## src/rtl/fb_write_arbiter.sv

```systemverilog
// Round-robin arbiter sharing the framebuffer write port between the AXI write
// path (requester 0) and the fill/clear engine (requester 1), with optional vblank gating.
module fb_write_arbiter #(
  parameter int MAX_BURST   = 16,
  parameter int SYNC_STAGES = 2,
  parameter int ADDR_W      = 32,
  parameter int DATA_W      = 32
) (
  input  logic              clk_100,
  input  logic              resetn,
  input  logic              v_valid_in,
  input  logic              blank_only,
  input  logic              r0_valid,
  output logic              r0_ready,
  input  logic [ADDR_W-1:0] r0_addr,
  input  logic [DATA_W-1:0] r0_data,
  input  logic              r1_valid,
  output logic              r1_ready,
  input  logic [ADDR_W-1:0] r1_addr,
  input  logic [DATA_W-1:0] r1_data,
  output logic              wea,
  output logic [ADDR_W-1:0] addra,
  output logic [DATA_W-1:0] dina,
  output logic [1:0]        gnt,
  output logic [15:0]       frame_cnt,
  output logic [15:0]       stall_cnt
);

  // State codes double as the one-hot grant vector, so gnt is just the state register.
  localparam logic [1:0] ST_IDLE   = 2'b00;
  localparam logic [1:0] ST_GRANT0 = 2'b01;
  localparam logic [1:0] ST_GRANT1 = 2'b10;

  localparam int                BEAT_W    = (MAX_BURST > 1) ? $clog2(MAX_BURST) : 1;
  localparam logic [BEAT_W-1:0] LAST_BEAT = BEAT_W'(MAX_BURST - 1);

  logic [1:0]             state, state_nxt;
  logic                   last, last_nxt;
  logic [BEAT_W-1:0]      beat_cnt, beat_nxt;
  logic [SYNC_STAGES-1:0] vv_sync;
  logic                   vv_s;
  logic                   vv_d;
  logic                   allowed;
  logic                   acc0;
  logic                   acc1;
  logic                   burst_done;

  assign vv_s       = vv_sync[SYNC_STAGES-1];
  assign allowed    = !blank_only || !vv_s;
  assign r0_ready   = resetn && allowed && (state == ST_GRANT0);
  assign r1_ready   = resetn && allowed && (state == ST_GRANT1);
  assign acc0       = r0_valid && r0_ready;
  assign acc1       = r1_valid && r1_ready;
  assign burst_done = (beat_cnt == LAST_BEAT);
  assign gnt        = state;

  // NOTE: every always_comb output gets a default first so no path leaves it unassigned (no latch).
  always_comb begin
    state_nxt = state;
    last_nxt  = last;
    beat_nxt  = beat_cnt;
    case (state)
      ST_IDLE: begin
        beat_nxt = '0;
        if (allowed) begin
          // Requester 0 wins a tie only when requester 1 held the previous grant.
          if (r0_valid && (!r1_valid || last)) begin
            state_nxt = ST_GRANT0;
          end else if (r1_valid) begin
            state_nxt = ST_GRANT1;
          end
        end
      end
      ST_GRANT0: begin
        if (acc0) begin
          beat_nxt = beat_cnt + BEAT_W'(1);
        end
        if ((acc0 && burst_done) || !r0_valid) begin
          state_nxt = ST_IDLE;
          last_nxt  = 1'b0;
          beat_nxt  = '0;
        end
      end
      ST_GRANT1: begin
        if (acc1) begin
          beat_nxt = beat_cnt + BEAT_W'(1);
        end
        if ((acc1 && burst_done) || !r1_valid) begin
          state_nxt = ST_IDLE;
          last_nxt  = 1'b1;
          beat_nxt  = '0;
        end
      end
      default: begin
        state_nxt = ST_IDLE;
        beat_nxt  = '0;
      end
    endcase
  end

  // NOTE: sequential state uses non-blocking assignments so every flop samples pre-edge values.
  always_ff @(posedge clk_100) begin
    if (!resetn) begin
      state    <= ST_IDLE;
      last     <= 1'b1;
      beat_cnt <= '0;
    end else begin
      state    <= state_nxt;
      last     <= last_nxt;
      beat_cnt <= beat_nxt;
    end
  end

  // v_valid_in is asynchronous to clk_100; only vv_s and later stages are safe to use.
  always_ff @(posedge clk_100) begin
    if (!resetn) begin
      vv_sync <= '0;
      vv_d    <= 1'b0;
    end else begin
      vv_sync <= {vv_sync[SYNC_STAGES-2:0], v_valid_in};
      vv_d    <= vv_s;
    end
  end

  always_ff @(posedge clk_100) begin
    if (!resetn) begin
      wea   <= 1'b0;
      addra <= '0;
      dina  <= '0;
    end else begin
      wea <= acc0 || acc1;
      if (acc1) begin
        addra <= r1_addr;
        dina  <= r1_data;
      end else if (acc0) begin
        addra <= r0_addr;
        dina  <= r0_data;
      end
    end
  end

  // Vblank entry is the falling edge of the synchronized vertical-active flag.
  always_ff @(posedge clk_100) begin
    if (!resetn) begin
      frame_cnt <= '0;
      stall_cnt <= '0;
    end else begin
      if (vv_d && !vv_s) begin
        frame_cnt <= frame_cnt + 16'd1;
      end
      if (!allowed && (r0_valid || r1_valid) && (stall_cnt != 16'hFFFF)) begin
        stall_cnt <= stall_cnt + 16'd1;
      end
    end
  end

endmodule
```

## config.mk

```make
export PLATFORM = sky130hd
export DESIGN_NAME = fb_write_arbiter
export DESIGN_NICKNAME = d
export VERILOG_FILES = /design/src/rtl/fb_write_arbiter.sv
export SDC_FILE = /design/constraint.sdc
export NUM_CORES = 1
export LEC_CHECK = 0
export CORE_MARGIN = 3
export CORE_UTILIZATION = 40
export DETAILED_ROUTE_END_ITERATION = 10
export PLACE_DENSITY = 0.8
export SYNTH_ARGS = -nofsm -noshare
export SYNTH_HDL_FRONTEND = slang
export SYNTH_SLANG_ARGS = --single-unit
```

## constraint.sdc

```tcl
create_clock -name clk_100 -period 2.2 [get_ports clk_100]
set_input_delay 0.55 -clock clk_100 [delete_from_list [all_inputs] [get_ports clk_100]]
set_output_delay 0.55 -clock clk_100 [all_outputs]
set_load 0.1 [all_outputs]
```

==> flow.log, run 1 <==
[report] implementation figures
[metrics] end of the worst register-to-register path: stall_cnt[13]$_SDFFE_PN0P_
[metrics] worst hold path cell count: 1
[metrics] HPWL reported at the end of detailed placement: 11.6 mm
[metrics] Final Util: 65.0%
[metrics] clock power share: 30.1%
[metrics] worst-case setup margin in the final layout: 0.153 ns
[metrics] kind of critical path: input port to register
[metrics] DP Worst Slack: -0.206 ns
[metrics] minimum period implied by the final worst setup slack: 2.05 ns
[metrics] OpenROAD warning count: 28
[metrics] top logic cell by instance count in the layout: sky130_fd_sc_hd__clkdlybuf4s50_1
[metrics] number of global-route vias before repair: 4749
[metrics] yosys cell count: 527
[metrics] final design area excluding fillers: 0.00749 mm2
[metrics] pwr/cell area: 666 mW/mm2
[metrics] Post-synth seq share: 45.0%
[metrics] Max Clock Freq: 0.489 GHz
[metrics] outcome: completed
[metrics] drt drc: 0
[metrics] mean post-synth cell area: 9.04 um2
[metrics] Layout Cells excl Fill: 906
[metrics] Congestion Overflow GR: 0
[metrics] Layout fillers: 950
[metrics] Synth Register Bits: 107
[metrics] largest class: logic gates
[metrics] kind of cell adding the most delay to the critical path: simple AND/OR/NAND/NOR gates
[metrics] Worst Setup End Kind: register
[metrics] power share of the sequential group: 41.9%
[metrics] Root Buffer Master: sky130_fd_sc_hd__clkbuf_16
[metrics] post-synthesis cell count: 527
[metrics] Post-CTS Setup Repair Bufs: 0
[metrics] horizontal die size: 115 um
[metrics] largest fanout of any net on the critical path: 3
[metrics] Non-Clock Inverter Count: 7
[metrics] DR vias/cell: 5.31
[metrics] maximum clock path buffer count: 2
run 1: routing by layer:
layer  part of all wire (%)  vias to the layer above
met1                     39                     2182
met5                  0.086                        -
li1                       -                     2402
met4                    2.7                        2
met2                     49                      193
met3                    9.5                       28
run 1: Yosys cell counts (2+ instances only):
cell type,number
sky130_fd_sc_hd__nor2_1,18
sky130_fd_sc_hd__nand2_1,17
sky130_fd_sc_hd__and4b_1,2
sky130_fd_sc_hd__nand4b_1,2
sky130_fd_sc_hd__and2_1,4
sky130_fd_sc_hd__ha_1,6
sky130_fd_sc_hd__buf_1,2
sky130_fd_sc_hd__nand4_1,15
sky130_fd_sc_hd__clkbuf_1,24
sky130_fd_sc_hd__xor2_1,7
sky130_fd_sc_hd__o32ai_1,2
sky130_fd_sc_hd__nor4_1,3
sky130_fd_sc_hd__or4_1,11
sky130_fd_sc_hd__o31ai_1,9
sky130_fd_sc_hd__or2_2,2
sky130_fd_sc_hd__o21ai_0,77
sky130_fd_sc_hd__xnor2_1,4
sky130_fd_sc_hd__o41ai_1,2
sky130_fd_sc_hd__buf_2,11
sky130_fd_sc_hd__nand3_1,79
sky130_fd_sc_hd__inv_1,6
sky130_fd_sc_hd__a21oi_1,21
sky130_fd_sc_hd__and3_1,2
sky130_fd_sc_hd__nor2b_1,2
sky130_fd_sc_hd__nor3_1,2
sky130_fd_sc_hd__nand2b_1,3
sky130_fd_sc_hd__mux2i_1,66
sky130_fd_sc_hd__or3_1,6
sky130_fd_sc_hd__dfxtp_1,107
run 1: registers in the layout, summed over array words and instances (netlist names):
signal     cells
addra         32
dina          32
frame_cnt     16
stall_cnt     16
beat_cnt       4
gnt            2
vv_sync        2
last           1
vv_d           1
wea            1
run 1: power groups by stage:
stage	Sequential, W	Clock [W]	Combinational, W
global placement	0.00212	0	0.00139
global route	0.00210	0.00162	0.00147
detailed placement	0.00213	0	0.00140
CTS	0.00209	0.00154	0.00141
floorplan	0.00277	0	0.000261
finish	0.00209	0.00150	0.00140
run 1: how the worst max path moves through the flow:
stage / depth (start not counted) / end / start / slack [ns]
floorplan: 4 / frame_cnt[15]$_SDFFE_PN0P_ / frame_cnt[1]$_SDFFE_PN0P_ / 0.01
detailed placement: 6 / stall_cnt[10]$_SDFFE_PN0P_ / blank_only / -0.21
global route: 5 / stall_cnt[13]$_SDFFE_PN0P_ / r0_valid / 0.11
finish: 5 / stall_cnt[13]$_SDFFE_PN0P_ / r0_valid / 0.15
CTS: 6 / stall_cnt[10]$_SDFFE_PN0P_ / r0_valid / 0.16
global placement: 5 / stall_cnt[13]$_SDFFE_PN0P_ / blank_only / -0.16
run 1: logic make-up (layout without fill, tap and decap cells):
logic type,count (synthesis),count (layout),share of synthesized area (%)
flip-flops,107,107,45.0
multiplexers,66,66,13.9
AND-OR/OR-AND,120,120,14.2
XOR/XNOR,11,11,2.02
AND/OR/NAND/NOR,173,173,19.6
adder cells (fa/ha/maj),6,6,1.58
buffers and inverters,44,280,3.76
run 1: repair_timing:
item | CTS | global route
endpoints found under the setup margin | 2 | 1
hold buffers | 0 | 0
resized | 3 | 1
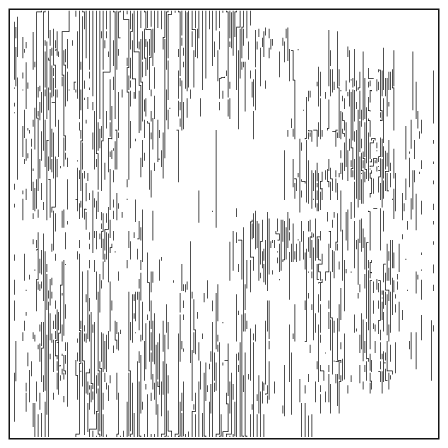
**Above:** run 1 (met2 routing).
wire length on this layer: 7330 um
longest straight run: 38.4 um
main direction: vertical
nets with wire on the layer: 770
share of all routed wire: 49%

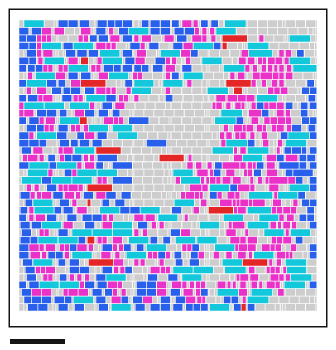
**Above:** run 1 (placement by cell class).
The bar under the picture is 20 um long. Fill, decap, tap and diode cells in gray.
legend:
  magenta:
    class: combinational and other logic
    cells: 383
    share_of_their_area: 34%
  red:
    class: clock drivers and dummy loads
    cells: 16
    share_of_their_area: 3.7%
  blue:
    class: remaining buffers and delay cells
    cells: 257
    share_of_their_area: 32%
  cyan:
    class: sequential cells
    cells: 107
    share_of_their_area: 30%

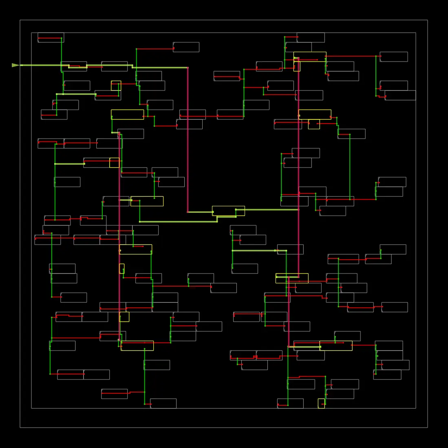
**Above:** run 1 (clock routing).
cts bufs inserted: 9
clock tree sinks: 107
tally of clock buffers in the finished layout: 10

==> run 2, diff against run 1 <==
--- a/config.mk
+++ b/config.mk
@@ -5,6 +5,7 @@
 export SDC_FILE = /design/constraint.sdc
 export NUM_CORES = 1
 export LEC_CHECK = 0
+export CAP_MARGIN = 20
 export CORE_MARGIN = 3
 export CORE_UTILIZATION = 40
 export DETAILED_ROUTE_END_ITERATION = 10
==> run 2 against run 1 <==
Global-route usage did not move. Clock power barely moved. Die size did not move. Critical path depth did not move. Final cell count did not move. Worst setup slack did not move. Cell area did not move. Non-clock buffer count did not move. Maximum frequency did not move. Via count did not move. Power did not move. Utilization did not move. Largest cell class unchanged.
==> flow.log, run 2 <==
[report] implementation figures
[metrics] Worst Setup End Kind: register
[metrics] Synth Register Bits: 107 (unchanged)
[metrics] top cell type by instance count after synthesis: sky130_fd_sc_hd__dfxtp_1
[metrics] largest fanout of any net on the critical path: 3 (unchanged)
[metrics] pwr/cell area: 666 mW/mm2 (unchanged)
[metrics] DR vias/cell: 5.31 (unchanged)
[metrics] Post-synth seq share: 45.0% (unchanged)
[metrics] outcome: completed
[metrics] maximum clock path buffer count: 2 (unchanged)
[metrics] OpenROAD warning count: 28 (unchanged)
[metrics] power share of the sequential group: 41.9% (about the same)
[metrics] horizontal die size: 115 um (unchanged)
[metrics] num rows: 39
[metrics] Max Clock Freq: 0.489 GHz (unchanged)
[metrics] antenna violations before repair: 1
[metrics] top logic cell by instance count in the layout: sky130_fd_sc_hd__clkdlybuf4s50_1
[metrics] kind of critical path: input port to register
[metrics] global-route wire length before repair: 23.9 mm
[metrics] number of global-route vias before repair: 4749 (unchanged)
[metrics] Layout fillers: 950 (unchanged)
[metrics] mean post-synth cell area: 9.04 um2 (unchanged)
[metrics] clock power share: 30.1% (about the same)
[metrics] clock tree sinks: 107 (unchanged)
[metrics] Post-CTS Setup Repair Bufs: 0 (unchanged)
[metrics] Congestion Overflow GR: 0 (unchanged)
[metrics] Layout Cells excl Fill: 906 (unchanged)
[metrics] Finish-stage setup viols: 0
[metrics] drt drc: 0 (unchanged)
[metrics] post-synthesis cell count: 527 (unchanged)
[metrics] minimum period implied by the final worst setup slack: 2.05 ns (unchanged)
[run 2: repair_timing]
action / in CTS / in global routing
setup endpoints to repair: 2 / 1
pin swaps: 0 / 0
hold buffers: 0 / 0
resized: 3 / 1
[run 2: final cells by class]
type                       instances  area (um2)  share of cell area [%]
timing repair buffer             257        2340                    31.3
tap                              143         179                    2.39
sequential                       107        2180                    29.2
clock buffer                      10         229                    3.06
multi-input combinational        376        2480                    33.2
inverter                           7        26.3                   0.351
clock inverter                     6        41.3                   0.551
[run 2: power groups by stage]
stage,Combinational (W),Clock [W],Sequential (W)
finish,0.00140,0.00150,0.00209
global route,0.00147,0.00162,0.00210
CTS,0.00141,0.00154,0.00209
detailed placement,0.00140,0,0.00213
global placement,0.00139,0,0.00212
floorplan,0.000261,0,0.00277
[run 2: stage by stage]
| stage | hold WS (ns) | power, W | area (um2) | utilization, % | setup slack [ns] |
|---|---|---|---|---|---|
| finish | 0.445 | 0.00499 | 7490 | 65.0 | 0.153 |
| global placement | 0.415 | 0.00351 | 7210 | 62.6 | -0.163 |
| global route | 0.499 | 0.00519 | 7490 | 65.0 | 0.109 |
| detailed placement | 0.435 | 0.00353 | 7210 | 62.6 | -0.206 |
| floorplan | 0.412 | 0.00303 | 4810 | - | 0.0138 |
| CTS | 0.452 | 0.00503 | 7490 | 65.0 | 0.163 |
[run 2: critical path, delay by kind of cell]
family | cells | cell delay, ns
compound gates | 2 | 0.26
buf+inv | 1 | 0.51
simple gates | 2 | 0.99
[run 2: worst paths after layout]
check	from	to	slack [ns]	depth (start not counted)
worst min register to register	vv_sync[0]$_SDFF_PN0_	vv_sync[1]$_SDFF_PN0_	0.44	1
worst max-delay path	r0_valid	stall_cnt[13]$_SDFFE_PN0P_	0.15	5
worst min-delay path	vv_sync[0]$_SDFF_PN0_	vv_sync[1]$_SDFF_PN0_	0.44	1
worst max register to register	vv_sync[1]$_SDFF_PN0_	stall_cnt[13]$_SDFFE_PN0P_	0.23	4
[run 2: layer usage]
layer | wire length, um | up-vias
met3 | 1430 | 28
met1 | 5900 | 2182
li1 | - | 2402
met4 | 412 | 2
met5 | 13 | -
met2 | 7330 | 193
[run 2: cells by family after synthesis]
kind of cell	share of synthesized area, %
AND-OR/OR-AND	14.2
XOR/XNOR	2.02
adder cells (fa/ha/maj)	1.58
buffers and inverters	3.76
flip-flops	45.0
multiplexers	13.9
AND/OR/NAND/NOR	19.6
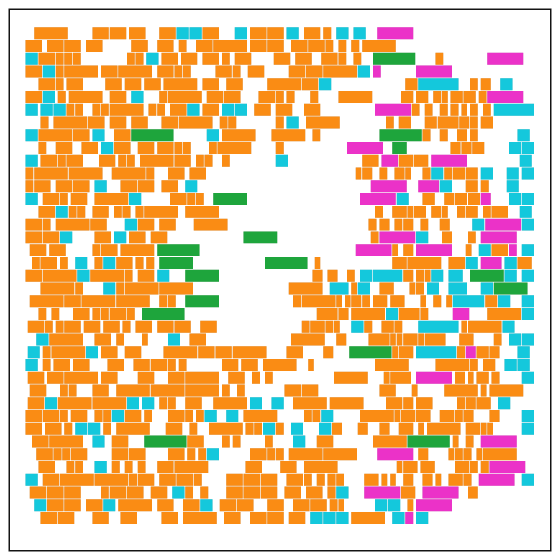
**Above:** run 2 (sizing map).
legend:
  magenta:
    size: _2 cells
    cells: 31
    share: 4.1%
    most_used: dfxtp_2
  cyan:
    size: _3 and _4 cells
    cells: 129
    share: 17%
    most_used: buf_4
  green:
    size: _6 and larger
    cells: 17
    share: 2.2%
    most_used: clkbuf_16
  orange:
    size: _0 and _1 cells
    cells: 586
    share: 77%
    most_used: clkdlybuf4s50_1

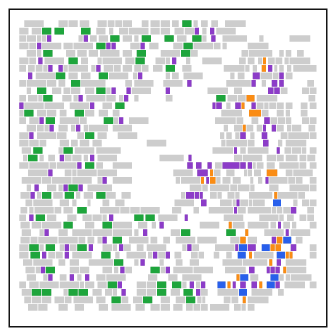
**Above:** run 2 (gate families picked out).
legend:
  green:
    family: mux cells
    cells: 66
    most_used: mux2i_1
  orange:
    family: nor cells
    cells: 26
    most_used: nor2_1
  purple:
    family: nand cells
    cells: 117
    most_used: nand3_1
    where: spread over the die
  blue:
    family: xor and xnor cells
    cells: 11
    most_used: xor2_1
    where: lower right

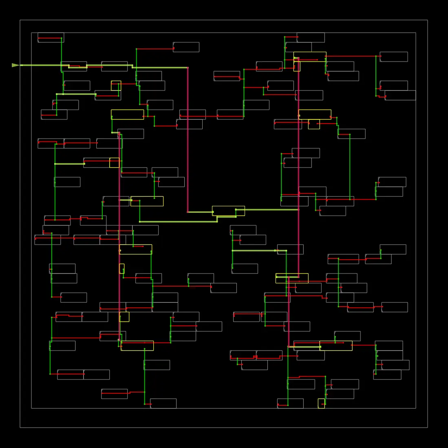
**Above:** run 2 (clock routing).
clock distribution power: 0.00150 W
clock latency on the worst-skew pair: 0.35 ns
Worst Skew: 0.00555 ns
Flop Count: 107

==> run 3, diff against run 2 <==
--- a/config.mk
+++ b/config.mk
@@ -9,6 +9,7 @@
 export CORE_MARGIN = 3
 export CORE_UTILIZATION = 40
 export DETAILED_ROUTE_END_ITERATION = 10
+export HOLD_SLACK_MARGIN = 0.12
 export PLACE_DENSITY = 0.8
 export SYNTH_ARGS = -nofsm -noshare
 export SYNTH_HDL_FRONTEND = slang
==> run 3 against run 2 <==
Utilization stayed put. Largest power group unchanged. Clock power about the same. Die size unchanged. Highest routed layer unchanged. Final cell count stayed put. Sequential power barely moved. Area after synthesis unchanged.
==> flow.log, run 3 <==
[report] implementation figures
[metrics] num rows: 39 (unchanged)
[metrics] Synth Register Bits: 107 (unchanged)
[metrics] DR vias/cell: 5.31 (unchanged)
[metrics] clock latency on the worst-skew pair: 0.35 ns (about the same)
[metrics] Complex Gates by Area: 14.2% (unchanged)
[metrics] Layout Cells excl Fill: 906 (unchanged)
[metrics] worst-case setup margin in the final layout: 0.153 ns (unchanged)
[metrics] maximum clock path buffer count: 2 (unchanged)
[metrics] worst hold path cell count: 1 (unchanged)
[metrics] Worst Skew: 0.00555 ns (unchanged)
[metrics] basic-gate share of the synthesized area counting and, or, nand and nor cells: 19.6% (unchanged)
[metrics] post-cts hold-fix buffer tally: 0 (unchanged)
[metrics] Congestion Overflow GR: 0 (unchanged)
[metrics] post-synthesis cell count: 527 (unchanged)
[metrics] power share of the sequential group: 41.9% (about the same)
[metrics] logic area: 0.00248 mm2 (unchanged)
[metrics] Max Clock Freq: 0.489 GHz (unchanged)
[metrics] clock power share: 30.1% (about the same)
[metrics] Finish-stage setup viols: 0 (unchanged)
[metrics] horizontal die size: 115 um (unchanged)
[metrics] outcome: completed
[metrics] drt drc: 0 (unchanged)
[metrics] Layout fillers: 950 (unchanged)
[metrics] clock tree sinks: 107 (unchanged)
[metrics] mean post-synth cell area: 9.04 um2 (unchanged)
[metrics] global-route wire length before repair: 23.9 mm (unchanged)
[metrics] top cell type by instance count after synthesis: sky130_fd_sc_hd__dfxtp_1
[metrics] Final Util: 65.0% (unchanged)
[metrics] Post-synth seq share: 45.0% (unchanged)
==> run 3: cell counts in the layout (fill, tap and decap cells not counted) <==
Identical to the previous run, type by type.
==> run 3: what timing repair did <==
item | in CTS | in global routing
endpoints found under the setup margin | 2 | 1
gates cloned | 0 | 0
gates resized | 3 | 1
setup buffers | 0 | 0
==> run 3: kinds of logic (layout without fill, tap and decap cells) <==
kind of cell	after synthesis	in the layout
mux	66	66
fa+ha+maj	6	6
flops	107	107
simple gates	173	173
buf+inv	44	280
xor+xnor	11	11
compound gates	120	120
==> run 3: power by group through the flow <==
stage	clock, W	combinational (W)	sequential (W)
detailed placement	0	0.00140	0.00213
global route	0.00162	0.00147	0.00210
global placement	0	0.00139	0.00212
finish	0.00150	0.00140	0.00209
CTS	0.00154	0.00141	0.00209
floorplan	0	0.000261	0.00277
==> run 3: cell type report <==
type,instances,area share (%)
inverters,7,0.351
repair buffers,257,31.3
flip-flops and latches,107,29.2
clock inverters,6,0.551
multi-input cells,376,33.2
well taps,143,2.39
clock buffers,10,3.06
==> run 3: final timing paths <==
| kind | to | startpoint | slack, ns |
|---|---|---|---|
| max reg2reg | stall_cnt[13]$_SDFFE_PN0P_ | vv_sync[1]$_SDFF_PN0_ | 0.23 |
| max | stall_cnt[13]$_SDFFE_PN0P_ | r0_valid | 0.15 |
| min | vv_sync[1]$_SDFF_PN0_ | vv_sync[0]$_SDFF_PN0_ | 0.44 |
| min reg2reg | vv_sync[1]$_SDFF_PN0_ | vv_sync[0]$_SDFF_PN0_ | 0.44 |
==> run 3: per-layer routing <==
metal | up-vias | track usage (%) | routed length, um
li1 | 2402 | - | -
met1 | 2182 | 26.4 | 5900
met2 | 193 | 36.7 | 7330
met3 | 28 | 8.47 | 1430
met4 | 2 | 9.47 | 412
met5 | - | 0 | 13
==> run 3: metrics by stage <==
step / total power [W] / instance area [um2] / setup TNS, ns
floorplan: 0.00303 / 4810 / 0
global placement: 0.00351 / 7210 / -1.44
detailed placement: 0.00353 / 7210 / -5.11
CTS: 0.00503 / 7490 / 0
global route: 0.00519 / 7490 / 0
finish: 0.00499 / 7490 / 0
==> run 3: worst max-delay path: stages <==
cell and delay (ns):
sky130_fd_sc_hd__clkdlybuf4s50_1 0.51, sky130_fd_sc_hd__o211ai_2 0.11, sky130_fd_sc_hd__or4_1 0.58, sky130_fd_sc_hd__or4_1 0.41, sky130_fd_sc_hd__a21oi_1 0.15
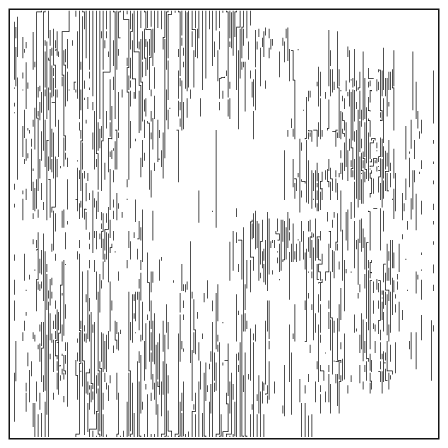
**Above:** run 3 (met2 routing).
longest straight run: 38.4 um
nets with wire on the layer: 770

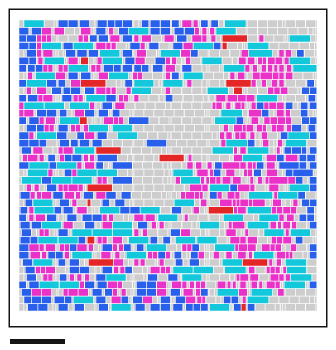
**Above:** run 3 (placement by cell class).
The bar under the picture is 20 um long. Fill, decap, tap and diode cells in gray.
legend:
  red:
    class: clock drivers and dummy loads
    cells: 16
    share_of_their_area: 3.7%
  blue:
    class: remaining buffers and delay cells
    cells: 257
    share_of_their_area: 32%
  magenta:
    class: combinational and other logic
    cells: 383
    share_of_their_area: 34%
  cyan:
    class: sequential cells
    cells: 107
    share_of_their_area: 30%

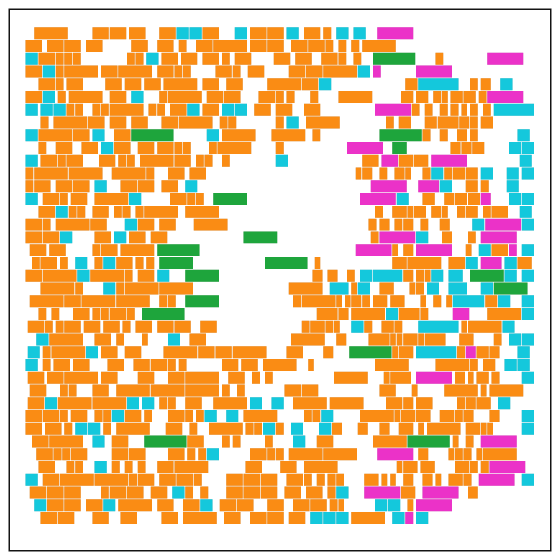
**Above:** run 3 (sizing map).
legend:
  green:
    size: _6 and larger
    cells: 17
    share: 2.2%
    most_used: clkbuf_16
  orange:
    size: _0 and _1 cells
    cells: 586
    share: 77%
    most_used: clkdlybuf4s50_1
  cyan:
    size: _3 and _4 cells
    cells: 129
    share: 17%
    most_used: buf_4
  magenta:
    size: _2 cells
    cells: 31
    share: 4.1%
    most_used: dfxtp_2

Power is estimated from default activity; no workload was simulated.
